Routing congestion map:
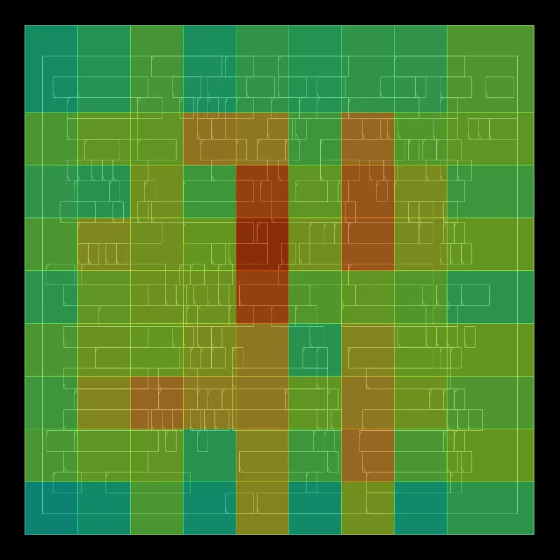
Wires at chosen ports, followed through buffers:
Scale bar: 20 µm.
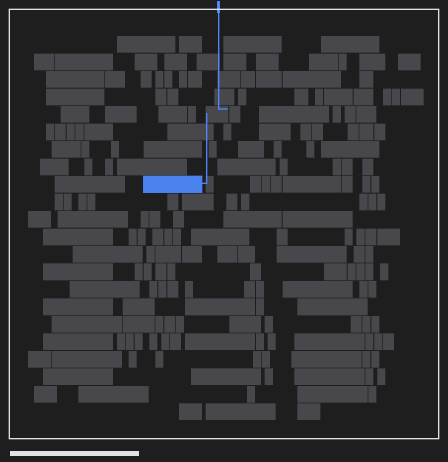
Register map, names as in the netlist:
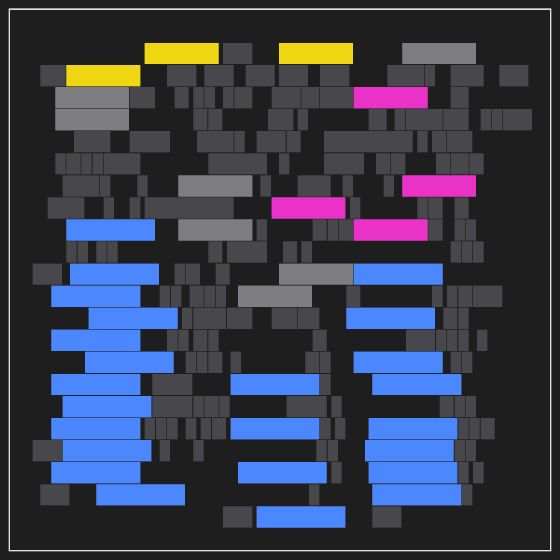
Clock network drawn from the DEF:
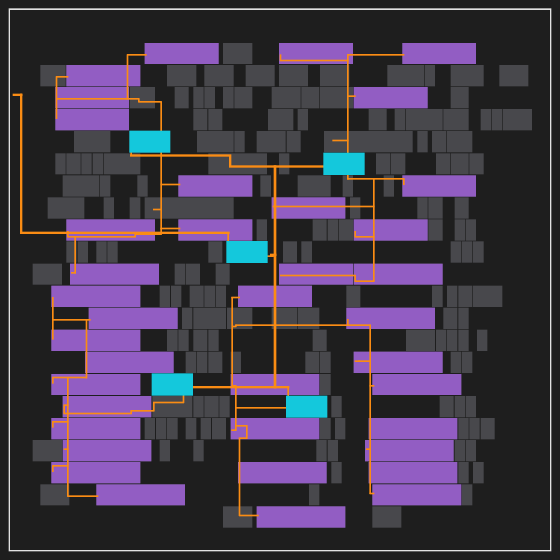
Metal 1:
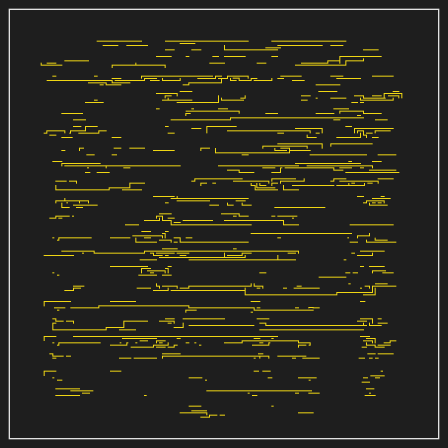
Design jk_cmd_seq, sky130hd; sources not shown.
==> results.env <==
LOGIC_AREA_UM2=581.8
DETAIL_ROUTE.DRC_VIOLATIONS=0
NCLKBUFFERS=6
AREA.SHARE.COMBINATIONAL=0.2689
FIRST_ITER_VIOLATIONS=64
LOGIC_GATE_COUNT=104
HOLD_PATH_CLASS='in2async'
SYNTH_TOP_AREA_SHARE=0.4003
POST_CTS_RESIZE_COUNT=0
DIE_AREA_MM2=0.004430
FINALCLOCKPERIODUSAGE=0.8295
DP_HPWL_UM=2326
BUFAREASHARENONCLOCK=0.08502
WORST_R2R_PATH_DEPTH=10
SETUP_SLACK_NS=0.4604
WORST_SKEW_PAIR.LATE_LATENCY_NS=0.28
TNS_NS=0
ARRIVAL_NS=2.40
SYNTHESIS.AREA_MM2=0.001800
GATE_POWER_SHARE=0.382
YS.WARNINGS.COUNT=0
FINALHOLDVIOLCOUNT=0
YOSYS_REGISTER_BITS=38
LAYOUT-AREA-OVERHEAD-VS-SYNTH_PCT=20.15
SETUP_REPAIR_AFTER_GLOBAL_ROUTING_MISSED_ITS_MARGIN='no'
P_INT_mW=1.583
DIE_H_UM=66.56
CTS-HTREE-LEVELS=2
NUMBER_OF_SINKS_HANDLED_BY_CLOCK_TREE_SYNTHESIS=38
ENABLE_FLOP_CELLS=24
NON_CLOCK_INVERTER_COUNT=33
SH_SEQ_AREA=0.4951
YOSYS.STAT.CHIPAREA_MM2=0.001800
WORST-PATH-BUF-INV=2
MAXIMUM_CAPACITANCE_VIOLATIONS=0
CLK_ROOT_BUFFER_CELL='clkbuf_8'
FINAL_ANTENNA_NET_COUNT=0
SYNTH_AREA_LEADER_CELL='edfxtp_1'
OUTCOME='completed'
SYNTH.YOSYS.SEQ_AREA_SHARE=0.5949
CLK_TRANSITION_REPORTED_PATHS_NS=0.07
GLOBALPLACE.CONGESTION=0.7055
GRT_FIRST_PASS_WIRELENGTH_UM=5416
DETAILEDROUTE.FIRSTPASSITERATIONCOUNT=4
DESIGN.CORE.AREA_MM2=0.003716
POST-CTS-SETUP-BUFFERS=0
CRITICAL_PATH_REQUIRED_NS=2.86
LOGIC_DEPTH_OF_THE_WORST_SETUP_PATH_INCLUDING_BUFFERS=10
CTS-HOLD-FIX-BUFFERS=0
FINISH.INSTANCE_AREA_MM2=0.002163
POWER_DENSITY_mW_PER_MM2=1120
WARNINGS=30
CRITICAL_PATH_SLOWEST_STAGE_CELL='dfrtp_1'
SYNTHESIZED_NET_COUNT=195
FLOP_CELL='edfxtp_1'
CLKCELLAREAFRAC=0.06593
FILL_CELLS=333
WORSTPATHMAXFANOUT=5
POWER.LEAKAGE_nW=0.9700
SYNTH.CELLS.MOST_FREQUENT='43 x nand2_1, 29 x inv_1, 24 x edfxtp_1, 23 x nand3_1, 14 x dfrtp_1'
SYNTH_TOP_CELL_BY_COUNT='nand2_1'
INSTANCE_AREA_AFTER_PLACEMENT_MM2=0.002021
SYNTH-ASYNC-RESET-RATIO=0.3684
MAX-VDD-IR-DROP_mV=0.4888
TOTAL_GRT_OVERFLOW=0
NUMBER_OF_TAP_INSTANCES=48
SETUP_VIOL=0
NUM_ROWS=22
POST_DRT_VIA_CELL_RATIO=4.740
SEQUENTIALPOWERSHARE=0.376
POST-PLACE-WS_NS=0.4513
WORST_SLEW_MARGIN_REL=0.5492
TIMING_WORST_SLEW_PIN_VALUE_NS=0.6740
CTS-BUFFERS-INSERTED=5
LARGESTCLASSBYAREA='flip-flops and latches'
FMAXACHIEVABLE_GHz=0.4465
FP_UTIL=0.4845
PLACE.DETAILED.INSTANCES=242
DESIGN.FINAL.NETS=218
FINALCOREUTILIZATION=0.5822
CLOCK_PATH_BUFFERS=2
SYN_AREA_PER_CELL_UM2=10.12
MAXSLEWVIOLCOUNT=0
POST_SYNTHESIS_CELL_COUNT_FROM_YOSYS=178
NETLIST_TOP_CELLS_AREA='edfxtp_1 40%, dfrtp_1 19%, nand2_1 9.0%, nand3_1 6.4%, inv_1 6.0%'
NUM-NONCLK-BUFFERS=19
SYN_INST=178
-- 'routing congestion map' (at the start) --
routing usage on met2: 0.2775
per-cell routed wire length: 12.61 µm
total global-route track usage: 0.1687

-- 'wires at chosen ports, followed through buffers' (at the start) --
Key: K = blue [direction output, end cells 1, buffers 1, wire 28.7 µm]
num ports: 17
total of buffers placed on input and output ports: 16

-- 'register map, names as in the netlist' (at the start) --
Key: remain = magenta [flops 4]; mem = blue [flops 24]; fifo_cnt = yellow [flops 3]
power in sequential cells: 0.910 mW
Seq. cell area: 0.001071 mm²

-- 'clock network drawn from the DEF' (at the start) --
Key: clock drivers = cyan [count 5]; flip-flops = purple [count 38]; clock wires = orange [length 421 µm]
There are 6 routed clock nets.
power in the clock group: 0.587 mW
worst setup skew after layout: 0.005622 ns
clock network fraction of total power: 0.242

-- 'metal 1' (at the start) --
The layer carries 1380 µm of wire. 191 nets have wire on it. The wires run mostly horizontal. The layer holds 44% of the routed length.
post-detailed-routing wire length: 3153 µm
routing usage on met1: 0.2156
DR vias: 1185

-- logic make-up after synthesis --
logic type / count (synthesis) / synth area share
simple gates: 82 / 0.2099
flops: 38 / 0.5949
buf+inv: 36 / 0.08199
compound gates: 8 / 0.02432
fa+ha+maj: 8 / 0.05976
xor+xnor: 6 / 0.02919
-- metal layers --
metal,vias to the layer above,global-route usage,wire [µm]
met5,-,0,0
met4,0,0.06122,44
met3,5,0.04223,142
met2,19,0.2775,1583
met1,554,0.2156,1383
li1,607,-,-
-- power by group through the flow --
stage               clock network (mW)  logic (mW)  registers (mW)
floorplan                            0       0.647           0.908
global placement                     0       0.904           0.920
detailed placement                   0       0.942           0.923
CTS                              0.595       0.951           0.910
global route                     0.631        1.07           0.931
finish                           0.587       0.926           0.910
-- stage by stage --
step	hold WS, ns	total power, mW
2_1_floorplan	-0.02559	1.554
3_3_place_gp	0.5008	1.824
3_5_place_dp	0.4988	1.865
4_1_cts	0.4054	2.456
5_1_grt	0.4324	2.634
6_report	0.3928	2.423
-- layout by cell type (no fill, tap or decap), drive strengths merged --
| cell | synthesis | final |
|---|---|---|
| o21ai | 5 | 5 |
| xor2 | 4 | 4 |
| a21oi | 3 | 3 |
| bufinv | 0 | 2 |
| nand2 | 48 | 48 |
| fa | 1 | 1 |
| or2 | 1 | 1 |
| nand3 | 24 | 24 |
| clkbuf | 0 | 6 |
| nor2 | 9 | 9 |
| clkdlybuf4s50 | 0 | 16 |
| ha | 7 | 7 |
| xnor2 | 2 | 2 |
| edfxtp | 24 | 24 |
| inv | 33 | 33 |
| dfrtp | 14 | 14 |
| buf | 3 | 3 |
Power figures rest on the tool's default switching activity, not on a simulated workload.
